==> run_1/m2.png <==
(4 px per um)
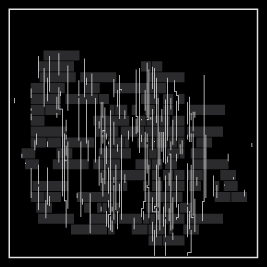
==> run_1/gates.png <==
(8 px per um)
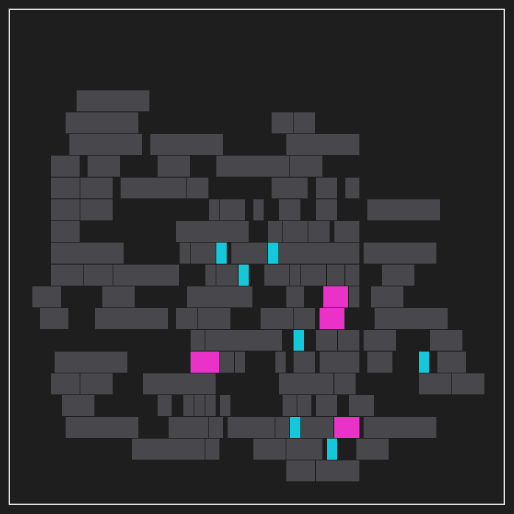
==> run_1/m3.png <==
(4 px per um)
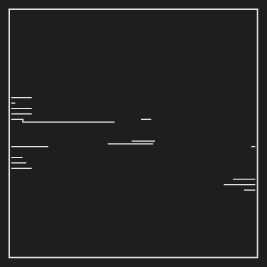
==> run_1/sizing.png <==
(8 px per um)
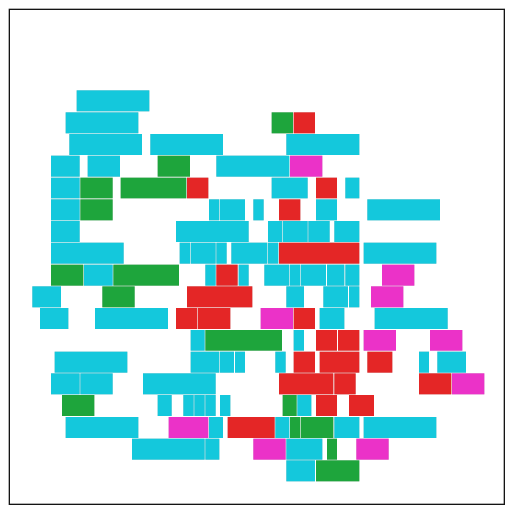
==> config.mk <==
export PLATFORM = sky130hd
export DESIGN_NAME = fsm_1100_tx
export DESIGN_NICKNAME = d
export VERILOG_FILES = /design/src/rtl/fsm_1100_tx.sv
export SDC_FILE = /design/constraint.sdc
export NUM_CORES = 1
export LEC_CHECK = 0
export CAP_MARGIN = 20
export CORE_MARGIN = 2
export CORE_UTILIZATION = 30
export CTS_BUF_LIST = sky130_fd_sc_hd__clkbuf_4 sky130_fd_sc_hd__clkbuf_8 sky130_fd_sc_hd__clkbuf_16
export DETAILED_ROUTE_END_ITERATION = 7
export GPL_TIMING_DRIVEN = 0
export SETUP_SLACK_MARGIN = 0.1
export SLEW_MARGIN = 30
export SYNTH_ARGS = -nofsm -noshare
export SYNTH_HDL_FRONTEND = slang
export SYNTH_SLANG_ARGS = --single-unit
==> constraint.sdc <==
create_clock -name clk -period 1.9 [get_ports clk]
set_input_delay 0.57 -clock clk [delete_from_list [all_inputs] [get_ports clk]]
set_output_delay 0.57 -clock clk [all_outputs]
set_load 0.03 [all_outputs]
==> deck_impl_summary.md, run 1 <==
Synthesis and Place & Route Summary

Yosys
  • Main flop type: dfrtp_1
  • Area leader share: 0.451
  • Post-synth EDFFs: 0
  • Synth top cell by count: dfrtp_1
  • Syn Inst Count: roughly 90
  • Synthesized cell area: 998 sq um
  • Registers, synthesis: 18
  • Syn_area_per_cell: 11.1 sq um
  • Syn. warnings: 0
  • Syn_nets: 105
  • Top cells, area: dfrtp_1 45%, mux2_2 7.9%, ha_1 5.0%, mux4_2 4.5%, nand2_1 3.0%
  • Distinct cells, synth: 32
  • Synth top cells by count: 18 x dfrtp_1, 8 x nand2_1, 7 x inv_1, 7 x mux2_2, 6 x nor2_1
  • Yosys stat area: 998 sq um
  • Synth area leader: dfrtp_1

Floorplanning
  • Die Y: 61.7 um
  • FP Util: 0.322
  • I/O pins: 16
  • Die Area: roughly 3800 sq um
  • Chip Width: 61.7 um
  • Placeable Area: between 3000 and 4000 sq um
  • Row count: 20

Clocking
  • Clk slew on worst S/H paths: approximately 110 ps
  • Post-CTS Hold Buffers: 0
  • Root buf cell: clkbuf_4
  • # clock sinks: 18
  • Htree depth: 1
  • Clock buffer count from CTS: 3
  • Clock Path Buffers: 2

Timing
  • Final setup margin: -441 ps
  • # setup viols final: 4
  • Hold Slack: 512 ps
  • Fin. max-slew vios: 0
  • Final period util: 1.23
  • Relative slew slack: 0.526
  • Clock Skews: 9.59 ps
  • Fin. Hold Viols: 0
  • Min Clock Period, post-route: about 2300 ps
  • Max Fclk: around 430 MHz
  • Unrepaired setup endpoints after global routing: true

Status
  • Failing checks: negative setup slack
  • Outcome: finished with violations

Job
  • Tool warnings: 31
  • Maxcap violations: 0

Cells and area
  • Largest register FFs: 8
  • Share of layout cells above drive strength 1: 0.387
  • Antenna cells: 0
  • Final #Nets: 135

GRT
  • Number of global-route vias before repair: 754
  • Grt total ovfl: 0
  • Antenna violations before repair: 0
  • Met1 Track Usage GR: 0.173
  • Most Crowded Layer GR: met2

Placed design
  • Inst Count DP: 149
  • Post-DP HPWL: 1480 um
  • Placer Congestion: 0.712
  • I/O Buffers: 15
  • Area after DPL: 1240 sq um

Power
  • Register share of total power: 0.292
  • Maximum VDD drop: 0.596 mV
  • P_leak: 0.606 nW
  • Comb power frac: 0.608
  • Internal Power: 0.00146 W
  • Switching share of power: 0.403
  • Switch Pwr: 0.000987 W
  • Final Power: 0.00245 W
  • Clock power share: 0.100

Detailed routing
  • DRC: 0
  • Routed Antenna Nets: 0
  • DRT Pass-1 Iters: 4
  • Drt initial violations: 6
  • DR WL/cell: 13.1 um

Critical path
  • Startpoint Class: flip-flop
  • Register-to-Register Setup Slack: 350 ps
  • Reg2reg path depth: 3
  • Crit Path Class: reg -> out
  • CP Data Required Time: 1330 ps
  • Worst setup EP type: primary output
  • Worst EP arrival: 1770 ps
  • Crit path max fanout: 3

Hold path
  • Hold Crit Class: reg -> reg
  • Hold depth: 1
Notes on m2.png above:
wire length on this layer: 1040 um
longest straight run: 31.6 um
Routed WL: 2140 um
routing usage on met2: 0.209
via count: 767

Notes on gates.png above:
| colour | family | cells |
|---|---|---|
| cyan | inv cells | 7 |
| magenta | non-inverting ao/oa cells | 4 |
Top cell excl fill/tap: dfrtp_1
Cell Count, Final, Fillers Out: 163
fraction of area in multi-input gates: 0.398

Notes on m3.png above:
share of all routed wire: 4.5%
wire length on this layer: 96.1 um
GRT met3 Usage: 0.0207

Notes on sizing.png above:
| colour | size | cells | share | most used |
|---|---|---|---|---|
| green | x2 | 15 | 13% | mux2_2 |
| cyan | x1 and smaller | 73 | 61% | dfrtp_1 |
| red | x3 and x4 | 21 | 18% | buf_4 |
| magenta | x6 and larger | 10 | 8.4% | buf_6 |
number of signal-net buffers in the layout: 29
Finished Cell Area: 1400 sq um
final setup margin: -441 ps
Layout area overhead: 40.2%

==> run 1: power groups by stage <==
stage          Combinational, W  Clock, W  Sequential, W
5_1_grt                 0.00162  0.000268       0.000751
2_1_floorplan          0.000966         0       0.000677
3_3_place_gp            0.00119         0       0.000710
4_1_cts                 0.00141  0.000250       0.000715
3_5_place_dp            0.00122         0       0.000725
6_report                0.00149  0.000245       0.000717
==> run 1: cell usage in the layout, fill, tap and decap left out, types with 3 or more instances in the layout <==
cell,netlist,final
inv_1,7,5
dfrtp_1,18,17
a21oi_1,5,5
buf_4,0,9
nand2_1,8,8
buf_6,1,9
o21ai_0,3,3
ha_1,4,3
clkbuf_4,0,3
mux2_2,7,7
nor2_1,6,4
clkdlybuf4s50_1,0,10
==> run 1: routing by layer <==
metal | part of all wire | vias to the layer above
met2 | 0.48 | 19
met5 | 0 | -
met3 | 0.045 | 0
met1 | 0.47 | 368
met4 | 0 | 0
li1 | - | 380
==> run 1: stage by stage <==
step                      utilization  worst slack [ps]  TNS (ps)
after floorplan                     -             -9.94     -9.94
after CTS                       0.437              -458      -889
final                           0.451              -441      -944
after global routing            0.451              -531     -1210
after global placement          0.401              -739     -3100
after detailed placement        0.401              -760     -3310
==> run 1: layout make-up <==
type	instances	area, sq um
Multi-Input combinational cell	61	557
Fill cell	320	1700
Inverter	7	26.3
Sequential cell	18	452
Buffer	4	38.8
Timing Repair Buffer	25	235
Tap cell	44	55.1
Clock buffer	4	36.3
==> run 1: kinds of logic after synthesis <==
kind of cell,synth area share
AND-OR/OR-AND,0.140
XOR/XNOR,0.00877
adder cells (fa/ha/maj),0.0501
buffers and inverters,0.0514
flip-flops,0.451
multiplexers,0.169
AND/OR/NAND/NOR,0.129
==> run 1: critical path: stages, from the launching register on <==
cell     delay (ps)
dfrtp_1         380
buf_6           120
mux4_2          550
mux2i_4         220
o21ai_4          70
buf_6           150
==> run 1: timing repair <==
item / 4_1_cts / 5_1_grt
pin swaps: 2 / 2
resized: 46 / 4
setup buffers: 5 / 5
setup endpoints to repair: 5 / 5
==> run 2: changes to the inputs <==
--- a/config.mk
+++ b/config.mk
@@ -6,11 +6,12 @@
 export NUM_CORES = 1
 export LEC_CHECK = 0
 export CAP_MARGIN = 20
-export CORE_MARGIN = 2
+export CORE_MARGIN = 4
 export CORE_UTILIZATION = 30
 export CTS_BUF_LIST = sky130_fd_sc_hd__clkbuf_4 sky130_fd_sc_hd__clkbuf_8 sky130_fd_sc_hd__clkbuf_16
 export DETAILED_ROUTE_END_ITERATION = 7
 export GPL_TIMING_DRIVEN = 0
+export REMOVE_ABC_BUFFERS = 1
 export SETUP_SLACK_MARGIN = 0.1
 export SLEW_MARGIN = 30
 export SYNTH_ARGS = -nofsm -noshare
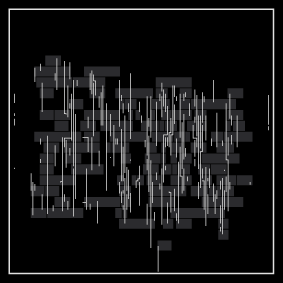
(run_2/m2.png)
(4 px per um)
Routed WL: 2140 um
via count: 764
routing usage on met2: 0.166

==> deck_impl_summary.md, run 2 <==
Synthesis and Place & Route Summary

Critical path
  • Cells along the critical path: buf_6, mux4_2, mux2i_4, o21ai_2, buf_6 (was buf_6, mux4_2, mux2i_4, o21ai_4, buf_6)
  • Startpoint Class: flip-flop (unchanged)
  • Crit-path max cell delay: 510 ps (was 550 ps)
  • Crit path max fanout: 4 (was 3)
  • Reg2reg path depth: 4 (was 3)
  • Worst path slowest cell: mux4_2 (unchanged)
  • Worst EP arrival: 1780 ps (was 1770 ps)

Clocking
  • Clock Path Buffers: 2 (unchanged)
  • Clock buffer count from CTS: 3 (unchanged)
  • Post-CTS Hold Buffers: 0 (unchanged)
  • Htree depth: 1 (unchanged)

Cells and area
  • Most numerous logic cells after layout: 13 x dfrtp_1, 9 x clkdlybuf4s50_1, 9 x buf_4, 8 x nand2_1 (was 17 x dfrtp_1, 10 x clkdlybuf4s50_1, 9 x buf_6, 9 x buf_4, 8 x nand2_1)
  • Top cell excl fill/tap: dfrtp_1 (unchanged)
  • Share of layout cells above drive strength 1: 0.379 (was 0.387)
  • Antenna cells: 0 (unchanged)
  • Layout area overhead: 35.5% (was 40.2%)

Placed design
  • Post-DP HPWL: 1420 um (was 1480 um)
  • Placer Congestion: 0.777 (was 0.712)

Floorplanning
  • Row count: 20 (unchanged)
  • Chip Width: 65.7 um (was 61.7 um)
  • I/O pins: 16 (unchanged)
  • Placeable Area: 3130 sq um (was 3100 sq um)
  • FP Util: 0.319 (was 0.322)

GRT
  • Antenna violations before repair: 0 (unchanged)
  • Grt total ovfl: 0 (unchanged)
  • Number of global-route vias before repair: 762 (was 754)

Timing
  • Relative slew slack: 0.534 (was 0.526)
  • Min Clock Period, post-route: 2350 ps (was 2340 ps)
  • Fin. max-slew vios: 0 (unchanged)
  • Unrepaired setup endpoints after global routing: true (unchanged)
  • # setup viols final: 2 (was 4)
  • Final setup margin: -452 ps (was -441 ps)

Detailed routing
  • DRT Pass-1 Iters: 4 (unchanged)
  • DR WL/cell: 13.4 um (was 13.1 um)

Yosys
  • Xor/xnor share: 0.00877 (unchanged)
  • Main flop type: dfrtp_1 (unchanged)
  • Syn_area_per_cell: 11.1 sq um (unchanged)
  • Area leader share: 0.451 (unchanged)
  • Complex Gates by Area: 0.140 (unchanged)
  • Distinct cells, synth: 32 (unchanged)
  • Synth top cells by count: 18 x dfrtp_1, 8 x nand2_1, 7 x inv_1, 7 x mux2_2, 6 x nor2_1 (unchanged)
  • Synth area leader: dfrtp_1 (unchanged)
  • Syn. warnings: 0 (unchanged)
  • Synth Area in Simple Gates: 0.129 (unchanged)
  • Synth top cell by count: dfrtp_1 (unchanged)
  • Dominant comb cell: multiplexers (unchanged)

Job
  • Maxcap violations: 0 (unchanged)
  • Tool warnings: 29 (was 31)

Status
  • Failing checks: negative setup slack (unchanged)
  • Outcome: finished with violations (unchanged)
-- run 2: cell count changes in the layout (fill, tap and decap cells not counted), moves of 2 or more --
cell,change
dfrtp_2,+4
inv_2,-2
inv_1,+2
buf_6,-4
dfrtp_1,-4
-- run 2: what timing repair did --
action	4_1_cts	5_1_grt
cloned	0	0
pin swaps	3	2
endpoints found under the setup margin	5	5
buffers inserted	5	6
resized	43	11
-- run 2: power breakdown --
part / internal [W] / leakage (nW) / total [W] / switching (W)
sequential: 0.000578 / 0.211 / 0.000730 / 0.000152
clock: 0.000117 / 0.0210 / 0.000248 / 0.000131
combinational: 0.000730 / 0.354 / 0.00139 / 0.000659
total: 0.00143 / 0.586 / 0.00237 / 0.000943
-- run 2: final cells by class --
cell class | count | area (sq um)
clock buffers | 4 | 36.3
flip-flops and latches | 18 | 457
fillers | 324 | 1780
multi-input cells | 61 | 531
well taps | 44 | 55.1
repair buffers | 26 | 248
inverters | 7 | 26.3
-- run 2: logic make-up after synthesis --
kind of cell	after synthesis
buffers and inverters	11
DFF	18
and+or+nand+nor	24
muxes	12
adders and majority gates	4
xor gates and xnor gates	1
AOI/OAI and AO/OA	20
-- run 2: stage by stage --
| step | cells | util | setup slack, ps | instance area (sq um) |
|---|---|---|---|---|
| CTS | 154 | 0.406 | -488 | 1270 |
| floorplan | 86 | - | -409 | 973 |
| finish | 160 | 0.432 | -452 | 1350 |
| global placement | 145 | 0.377 | -673 | 1180 |
| global route | 160 | 0.432 | -523 | 1350 |
| detailed placement | 145 | 0.377 | -686 | 1180 |
-- run 2: per-layer routing --
metal	vias to the layer above	global-route usage
li1	367	-
met1	377	0.136
met2	18	0.166
met3	2	0.0496
met4	0	0.0155
met5	-	0
Power is estimated from default activity; no workload was simulated.
